**src/rtl/kb_event_queue.sv**
```systemverilog
// PS/2 set-2 scancode parser with a typematic repeat filter and a
// first-word-fall-through event FIFO for the game controller.
module kb_event_queue #(
   parameter int DEPTH = 8,
   parameter int AW    = 3
) (
   input  logic          CLK,
   input  logic          ARST,
   input  logic [7:0]    KBCODE,
   input  logic          KBSTROBE,
   input  logic          EVT_RD,
   output logic          EVT_VALID,
   output logic [7:0]    EVT_CODE,
   output logic          EVT_EXT,
   output logic          EVT_BREAK,
   output logic [AW:0]   COUNT,
   output logic          OVERFLOW,
   input  logic          CLR_OVF
);

   typedef enum logic [1:0] {
      IDLE,
      EXT,
      BRK,
      EXT_BRK
   } state_t;

   localparam logic [AW:0] FULL_CNT = (AW+1)'(DEPTH);

   state_t         state;
   state_t         state_nxt;
   logic           ev_fire;
   logic           ev_ext;
   logic           ev_brk;
   logic           rf_valid;
   logic           rf_ext;
   logic [7:0]     rf_code;
   logic           rf_match;
   logic           push;
   logic           pop;
   logic           full;
   logic           wr_ok;
   logic           ovf_set;
   logic [AW-1:0]  wr_ptr;
   logic [AW-1:0]  rd_ptr;
   logic [AW:0]    count;
   logic           ovf;
   logic [9:0]     mem [DEPTH];

   always_comb begin
      state_nxt = state;
      ev_fire   = 1'b0;
      ev_ext    = (state == EXT) || (state == EXT_BRK);
      ev_brk    = (state == BRK) || (state == EXT_BRK);
      if (KBSTROBE) begin
         case (KBCODE)
            8'hE0: state_nxt = EXT;
            8'hF0: state_nxt = ev_ext ? EXT_BRK : BRK;
            8'h00, 8'hFF: state_nxt = IDLE;
            default: begin
               ev_fire   = 1'b1;
               state_nxt = IDLE;
            end
         endcase
      end
   end

   // Only a repeated make is suppressed; releases always go through.
   assign rf_match = rf_valid && (rf_ext == ev_ext) && (rf_code == KBCODE);
   assign push     = ev_fire && !(rf_match && !ev_brk);
   assign full     = (count == FULL_CNT);
   assign pop      = EVT_RD && (count != '0);
   assign wr_ok    = push && (!full || pop);
   assign ovf_set  = push && full && !pop;

   always_ff @(posedge CLK or posedge ARST) begin
      if (ARST) begin
         state    <= IDLE;
         rf_valid <= 1'b0;
         rf_ext   <= 1'b0;
         rf_code  <= 8'h00;
      end else begin
         state <= state_nxt;
         if (ev_fire) begin
            if (!ev_brk) begin
               rf_valid <= 1'b1;
               rf_ext   <= ev_ext;
               rf_code  <= KBCODE;
            end else if (rf_match) begin
               rf_valid <= 1'b0;
            end
         end
      end
   end

   always_ff @(posedge CLK or posedge ARST) begin
      if (ARST) begin
         wr_ptr <= '0;
         rd_ptr <= '0;
         count  <= '0;
         ovf    <= 1'b0;
         for (int i = 0; i < DEPTH; i++) mem[i] <= '0;
      end else begin
         if (wr_ok) begin
            mem[wr_ptr] <= {ev_ext, ev_brk, KBCODE};
            wr_ptr      <= wr_ptr + 1'b1;
         end
         if (pop) rd_ptr <= rd_ptr + 1'b1;
         case ({wr_ok, pop})
            2'b10:   count <= count + 1'b1;
            2'b01:   count <= count - 1'b1;
            default: count <= count;
         endcase
         if (ovf_set)      ovf <= 1'b1;
         else if (CLR_OVF) ovf <= 1'b0;
      end
   end

   assign EVT_VALID = (count != '0);
   assign EVT_EXT   = mem[rd_ptr][9];
   assign EVT_BREAK = mem[rd_ptr][8];
   assign EVT_CODE  = mem[rd_ptr][7:0];
   assign COUNT     = count;
   assign OVERFLOW  = ovf;

endmodule
```
**config.mk**
```make
export PLATFORM = sky130hd
export DESIGN_NAME = kb_event_queue
export DESIGN_NICKNAME = d
export VERILOG_FILES = /design/src/rtl/kb_event_queue.sv
export SDC_FILE = /design/constraint.sdc
export NUM_CORES = 1
export LEC_CHECK = 0
export CAP_MARGIN = 0
export CELL_PAD_IN_SITES_DETAIL_PLACEMENT = 0
export CELL_PAD_IN_SITES_GLOBAL_PLACEMENT = 2
export CORE_ASPECT_RATIO = 1.2
export CORE_UTILIZATION = 44
export DETAILED_ROUTE_END_ITERATION = 16
export GPL_TIMING_DRIVEN = 1
export PLACE_DENSITY = 0.92
export SYNTH_ARGS = -nofsm -noshare
export SYNTH_HDL_FRONTEND = slang
export SYNTH_SLANG_ARGS = --single-unit
```
**constraint.sdc**
```tcl
create_clock -name CLK -period 5.25 [get_ports CLK]
set_input_delay 1.575 -clock CLK [delete_from_list [all_inputs] [get_ports CLK]]
set_output_delay 1.575 -clock CLK [all_outputs]
set_load 0.05 [all_outputs]
```
clk_routes.png
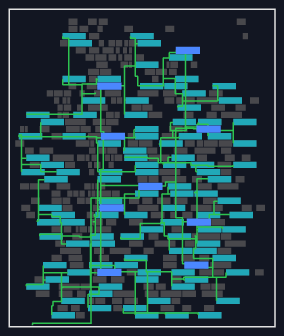
Key: cyan = flip-flops [count 103]; blue = clock drivers [count 9]; green = clock wires [length 1230 µm]
There are 10 routed clock nets.

logic_types.png
The bar under the picture is 20 µm long.
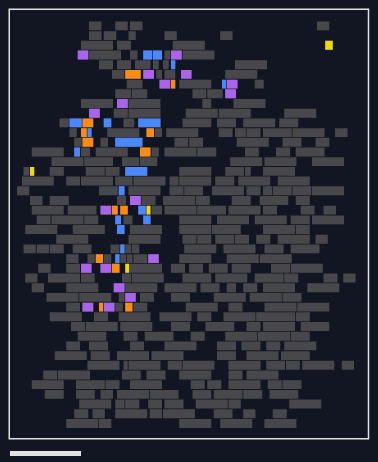
Key: blue = nand cells [cells 18]; purple = xor and xnor cells [cells 18]; yellow = inv cells [cells 4]; orange = nor cells [cells 13]
highest-count logic cell in the final layout: dfrtp_1
logic share of the area: 40.8%

sizes.png
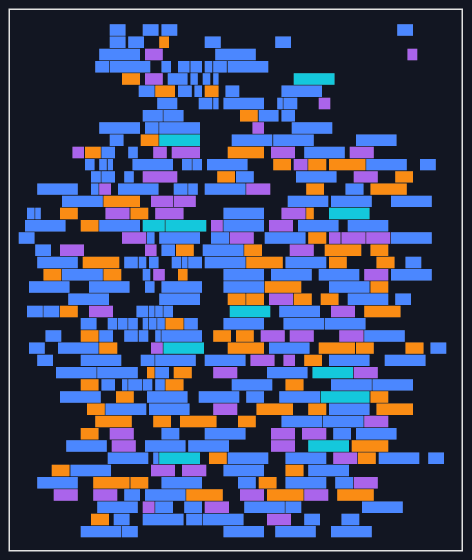
Key: purple = _3 and _4 cells [cells 61, most used mux2_4]; blue = _0 and _1 cells [cells 214, most used dfrtp_1]; orange = _2 cells [cells 78, most used mux2_2]; cyan = _6 and larger [cells 11, most used clkbuf_16]

congestion.png
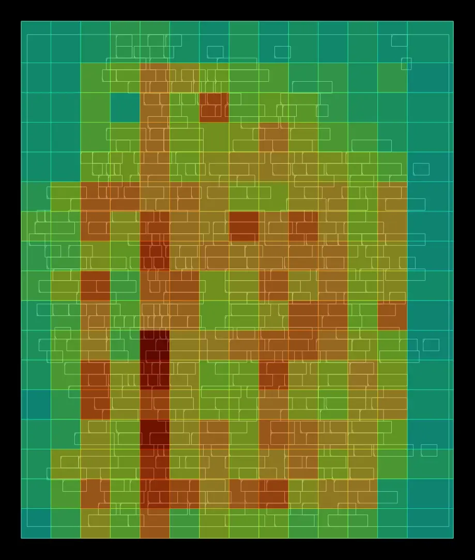
met3 Resource Use GR: 3.03%
Util after Layout: 52.1%
GRT Overall Usage: 19.1%

==> results.yml <==
# flow metrics
clock_tree:
  cts_tree: "yes"
  cts_resized: 0
  tritoncts_num_sinks: 103
  post_cts_buffers: 0
  clockBufferDepth: 2
  ctsHoldBuffers: 0
  clk_latency_ns: 0.35
  clk_pin_slew_worst_paths_ns: 0.07
  htree_num_levels: 3
  cts_buffers: 9
  root_buffer: "clkbuf_16"
final_layout:
  num-nets-final: 377
  stdcell_area_um2: 5830
  fin_cells: 518
  n_antenna_cell: 0
  final_cell_mix: "103 x dfrtp_1, 51 x mux2_2, 40 x mux2_4"
  drive_above_1_share_pct: 41.2
yosys:
  top_cell_area_share_pct: 50.4
  synth_top_cell_by_count: "dfrtp_1"
  synthTopCellsByArea: "dfrtp_1 50%, mux2_4 12%, mux2_2 11%, mux4_2 8.8%, mux2_1 2.4%"
  ys_cells: 333
  avgSynthCellArea_um2: 15.3
  fp_nets: 351
  common_cells: "103 x dfrtp_1, 51 x mux2_2, 40 x mux2_4, 20 x mux4_2, 14 x xor2_1"
  synth_cell_type_count: 42
  top_area_cell: "dfrtp_1"
  ys_chip_area_um2: 5110
  synth-seq-cells: 103
  synth-edff-count: 0
die:
  placementRows: 42
  die_h_um: 120
  core_area_um2: 11200
  die-area_um2: 12100
  fp_util_pct: 45.7
  fp.dieW_um: 100
  top_level_ports: 29
worst_setup_path:
  critPathSlowestCell: "clkdlybuf4s50_1"
  path_buffers: 1
  regToRegSetupSlack_ns: 2.43
  r2r_cells: 9
  startpoint: "KBCODE[0]"
  crit_family: "simple AND/OR/NAND/NOR gates"
  worst_setup_path_end_kind: "flip-flop"
  cp_common_cell: "a21oi_1"
  worst_r2r_startpoint: "COUNT[0]"
  critPathMaxStageDelay_ns: 0.64
  endpoint: "COUNT[3]"
  crit_chain: "clkdlybuf4s50_1, nor4_1, a21oi_1, o21a_1, nand3_1, ha_1, or3b_2, o21ai_0, nand3b_1, a21oi_1, xor2_1"
drt:
  wl_per_cell_um: 19.5
  dr.pass1.iters: 4
  viasPerCell: 5.42
sta:
  final.setup.tns_ns: 0
  fin_crit_sh_pct: 80.3
  skew_ns: 0.00755
  hold_viol_final: 0
  rsz0062_at_grt: "no"
  clock.fmax_mhz: 237
  slew_headroom_pct: 55.8
  setup_viol: 0
  drv_slew: 0
flow_run:
  warning_count: 27
power_and_ir_drop:
  ir_drop_mv: 0.263
  leakagePower_nw: 2.50
hold_path:
  hp-start: "mem[45]"
  hold_depth: 1
global_route:
  met2_usage_pct: 29.2
  top_usage_layer: "met2"
  grt_pass1_vias: 3018
  grt_start_max_net_pins: 44
  grt_pass1_wl_mm: 16.8
placement:
  port-buffer-count: 28
  gp_congestion: 0.779
  placed_cells: 502
run_status:
  status: "completed"
per-layer routing:
| layer | up-vias | wire, µm |
|---|---|---|
| met2 | 40 | 4700 |
| met4 | 0 | 187 |
| li1 | 1273 | - |
| met5 | - | 0 |
| met1 | 1477 | 4940 |
| met3 | 15 | 245 |
report_power, final:
group	internal, mW	total, mW	leakage (nW)	switching, mW
clock	0.383	0.673	0.149	0.290
sequential	1.12	1.36	1.26	0.232
combinational	0.930	1.77	1.10	0.841
through the flow:
stage | worst slack [ns] | hold WS [ns]
final | 1.04 | 0.492
after CTS | 1.01 | 0.494
after global placement | 0.709 | 0.468
after global routing | 0.842 | 0.499
after detailed placement | 0.677 | 0.479
after floorplan | 0.971 | 0.459
logic make-up after synthesis:
group | after synthesis | share of synthesized area [%]
AOI/OAI and AO/OA | 12 | 1.35
and+or+nand+nor | 45 | 6.71
adders and majority gates | 5 | 1.22
muxes | 122 | 34.2
buffers and inverters | 28 | 2.99
DFF | 103 | 50.4
xor gates and xnor gates | 18 | 3.08
layout make-up:
class                           count  area (µm²)
Clock inverter                      5        57.6
Clock buffer                       11         243
Timing Repair Buffer               39         363
Fill cell                         920        5360
Tap cell                          154         193
Inverter                            4        17.5
Multi-Input combinational cell    202        2380
Sequential cell                   103        2580
registers in the layout, indices dropped and copies added (netlist names):
| name | cells |
|---|---|
| rf_code | 8 |
| COUNT | 4 |
| rd_ptr | 3 |
| rf_ext | 1 |
| mem | 80 |
| state | 2 |
| rf_valid | 1 |
| wr_ptr | 3 |
| OVERFLOW | 1 |
No activity file was given, so power comes from the tool's default toggle rates.
